### config.mk
export PLATFORM = sky130hd
export DESIGN_NAME = pwm_led_driver
export DESIGN_NICKNAME = d
export VERILOG_FILES = /design/src/rtl/pwm_led_driver.sv
export SDC_FILE = /design/constraint.sdc
export NUM_CORES = 1
export LEC_CHECK = 0
export CORE_ASPECT_RATIO = 1.75
export CORE_MARGIN = 5
export CORE_UTILIZATION = 61
export CTS_BUF_LIST = sky130_fd_sc_hd__clkbuf_2 sky130_fd_sc_hd__clkbuf_4 sky130_fd_sc_hd__clkbuf_8
export CTS_CLUSTER_SIZE = 16
export DETAILED_ROUTE_END_ITERATION = 16
export PLACE_DENSITY = 0.92
export SLEW_MARGIN = 5
export SYNTH_ARGS = -nofsm -noshare
export SYNTH_HDL_FRONTEND = slang
export SYNTH_SLANG_ARGS = --single-unit
### constraint.sdc
create_clock -name clk -period 6.4 [get_ports clk]
set_clock_uncertainty 0.15 [all_clocks]
set_input_delay 1.28 -clock clk [delete_from_list [all_inputs] [get_ports clk]]
set_output_delay 1.28 -clock clk [all_outputs]
set_load 0.01 [all_outputs]
### src/rtl/pwm_led_driver.sv
// rtl/pwm_led_driver.sv - shadow-registered PWM generator for the PID-controlled LED pin
// Optional duty ramping at period boundaries is built when PWM_RAMP_EN is defined.
module pwm_led_driver #(
  parameter int                CNT_W          = 16,
  parameter logic [CNT_W-1:0]  DEFAULT_PERIOD = 16'd4095
`ifdef PWM_RAMP_EN
  ,
  parameter logic [CNT_W-1:0]  RAMP_STEP      = 16'd16
`endif
) (
  input  logic             clk,
  input  logic             reset,
  input  logic             wr_en,
  input  logic [1:0]       wr_addr,
  input  logic [CNT_W-1:0] wr_data,
  input  logic [1:0]       rd_addr,
  output logic [CNT_W-1:0] rd_data,
  output logic             pwm_out,
  output logic             period_tick
);

  logic [CNT_W-1:0] pend_period;
  logic [CNT_W-1:0] pend_duty;
  logic [1:0]       ctrl;
  logic [CNT_W-1:0] act_period;
  logic [CNT_W-1:0] act_duty;
  logic [CNT_W-1:0] cnt;
  logic [CNT_W-1:0] duty_next;
  logic             enable;
  logic             invert;
  logic             boundary;

  assign enable   = ctrl[0];
  assign invert   = ctrl[1];
  assign boundary = (cnt == act_period);

  // Duty value adopted at the next period boundary
  always_comb begin
    duty_next = pend_duty;
`ifdef PWM_RAMP_EN
    if (pend_duty > act_duty) begin
      if ((pend_duty - act_duty) > RAMP_STEP)
        duty_next = act_duty + RAMP_STEP;
    end else begin
      if ((act_duty - pend_duty) > RAMP_STEP)
        duty_next = act_duty - RAMP_STEP;
    end
`endif
  end

  always_comb begin
    rd_data = '0;
    case (rd_addr)
      2'd0:    rd_data = pend_period;
      2'd1:    rd_data = pend_duty;
      2'd2:    rd_data = {{(CNT_W-2){1'b0}}, ctrl};
      default: rd_data = act_duty;
    endcase
  end

  always_ff @(posedge clk or posedge reset) begin
    if (reset) begin
      pend_period <= DEFAULT_PERIOD;
      pend_duty   <= '0;
      ctrl        <= 2'b00;
      act_period  <= DEFAULT_PERIOD;
      act_duty    <= '0;
      cnt         <= '0;
      pwm_out     <= 1'b0;
      period_tick <= 1'b0;
    end else begin
      if (wr_en) begin
        case (wr_addr)
          2'd0:    pend_period <= wr_data;
          2'd1:    pend_duty   <= wr_data;
          2'd2:    ctrl        <= wr_data[1:0];
          default: ;
        endcase
      end

      if (!enable) begin
        // Idle: hold the counter and let the active set track pending directly
        cnt         <= '0;
        act_period  <= pend_period;
        act_duty    <= pend_duty;
        pwm_out     <= invert;
        period_tick <= 1'b0;
      end else begin
        pwm_out     <= (cnt < act_duty) ^ invert;
        period_tick <= boundary;
        if (boundary) begin
          cnt        <= '0;
          act_period <= pend_period;
          act_duty   <= duty_next;
        end else begin
          cnt <= cnt + 1'b1;
        end
      end
    end
  end

endmodule
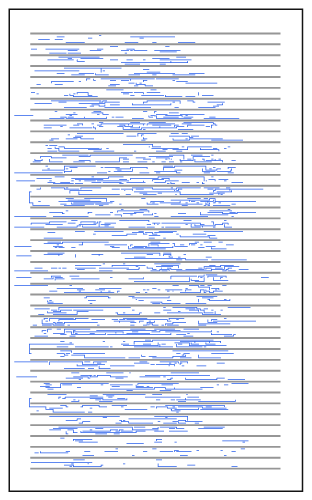
(images/m1.png)
Scale: 4 px per um. Supply wires on this layer in grey.
The layer holds 37% of the routed length. 389 nets have wire on it. The longest straight run is 18.4 um. The layer carries 3290 um of wire. The wires run mostly horizontal.

==> out/metrics.cfg <==
[critical_path]
path_delay_family = buffers and inverters
r2r_start = cnt[8]
critPathMaxStageDelay_ns = 0.88
crit_arrival_ns = 3.80
path_max_fanout = 17
critPathLaunchType = input pin
crit_buf_inv = 2
r2r_cells = 6
slowest_stage = clkdlybuf4s50_1
cp.required_ns = 4.97
setup.worst_path.end = rd_data[14]
worstPathCellList = clkdlybuf4s50_1 > and2_0 > nand2_1 > o21ai_0 > clkdlybuf4s50_1
r2r_slack_ns = 3.66
path_class = in -> out

[route]
dr.max_layer_used = met4
drc_errors = 0
first_pass_iters = 4
drtIter0Drc = 221
met3_length_um = 311
wl_met1_mm = 3.29
drt-total-wl_mm = 8.95
drt-vias-per-instance = 5.89
vias = 2794
avgRoutedWirePerCell_um = 18.9
met2_length_mm = 4.99

[logic_synthesis]
synth-edff-count = 0
top_cell = dfrtp_1
muxShareOfSynthArea_pct = 22.9
syn_area_per_cell_um2 = 12.4
topCellsByArea = dfrtp_1, dfstp_2, mux2_2, xor2_1, ha_1
ys_area_um2 = 4230
postSynthCellCount = 341
synthDistinctLibCells = 38
synth_area_leader_cell = dfrtp_1
fp_nets = 380
async_flop_share_pct = 100
xor_area_share_pct = 6.43
synth.cellmix.simpleShare_pct = 8.02
ys_seq_share_pct = 50.5
synthTopLogicFamily = multiplexers
flop_cell = dfrtp_1
ys_sh_adder_pct = 4.74
yosysWarnings = 0

[power]
vdd.ir_drop.worst_mv = 0.228
p_leak_nw = 2.16
power_mw = 1.58
power_frac_comb_pct = 25.9
p_switching_mw = 0.466
power-top-group = sequential cells
seq_cell_power_mw = 0.792
p_comb_mw = 0.408
power_frac_clock_pct = 23.9
seq_power_share_pct = 50.3

[placement]
place_hpwl_mm = 6.60
globalplace.congestion = 0.838
dpl_cell_area_um2 = 4670
place_inst = 458
dp_slack_ns = 1.15
portBuffers = 40

[timing]
final-setup-viol-count = 0
setup-tns-final_ns = 0
relSlewSlack_pct = 32.2
whs_ns = 0.349
hold_viol_final = 0
slew_violations = 0
layout_min_cycle_time_ns = 5.23
tightest_slew_ns = 1.02
min_period_over_period_pct = 81.7

[clock_network]
hold_buffers = 0
clk_path_buf_depth = 2
cts_setup_buffers = 0
cts_tree = done
cts_buffers = 9
worstSkewPairLatency_ns = 0.36
cts_htree_levels = 3
cts_root_buf = clkbuf_8
clkSinkCount = 84
path_clk_slew_ns = 0.08

[global_route]
grt_use_total_pct = 22.9
grt_max_degree = 85
antenna_found_initial = 0
grt-ovfl-total = 0
grt_pass1_vias = 3136
grt_pass1_wl_mm = 15.0
busiest_layer = met2
met3_usage_pct = 3.86
use_met2_pct = 40.1

[layout]
fin_util_pct = 71.6
clk_share_pct = 4.03
area_growth_pct = 15.3
regArea_um2 = 2130
combGateArea_um2 = 1940
nets = 424
sh_seq_area_pct = 43.8
dominant-cell-class = flip-flops and latches
mostFrequentLayoutCells = dfrtp_1, mux2_2, clkdlybuf4s50_1, xor2_1, dfstp_2
buffer_area_share_pct = 8.84
nNonClkBuffers = 44
comb_area_share_pct = 39.8
fill_cells = 460
layout_top_cell = dfrtp_1
clock_buffers = 12
inverters_excl_clock = 18
drive_gt1_share_pct = 28.5
fin_area_um2 = 4870

[die]
taps = 84
die-area_um2 = 8760
chipWidth_um = 72.9
initCoreUtil_pct = 62.1
die_h_um = 120
coreArea_um2 = 6810
io_pins = 41

[flow_run]
warning_count = 26
maxCapViolCount = 0

[outcome]
outcome = complete, no violations

[min_path]
hold_depth = 1
hp-start = ctrl[1]

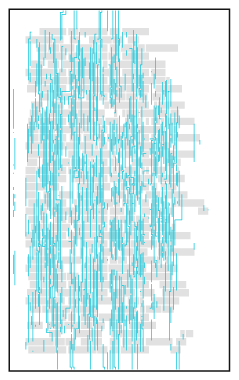
(images/m2.png)
Scale: 3 px per um.
The layer holds 56% of the routed length. The layer carries 4990 um of wire. The wires run mostly vertical. 391 nets have wire on it.

Power figures rest on the tool's default switching activity, not on a simulated workload.
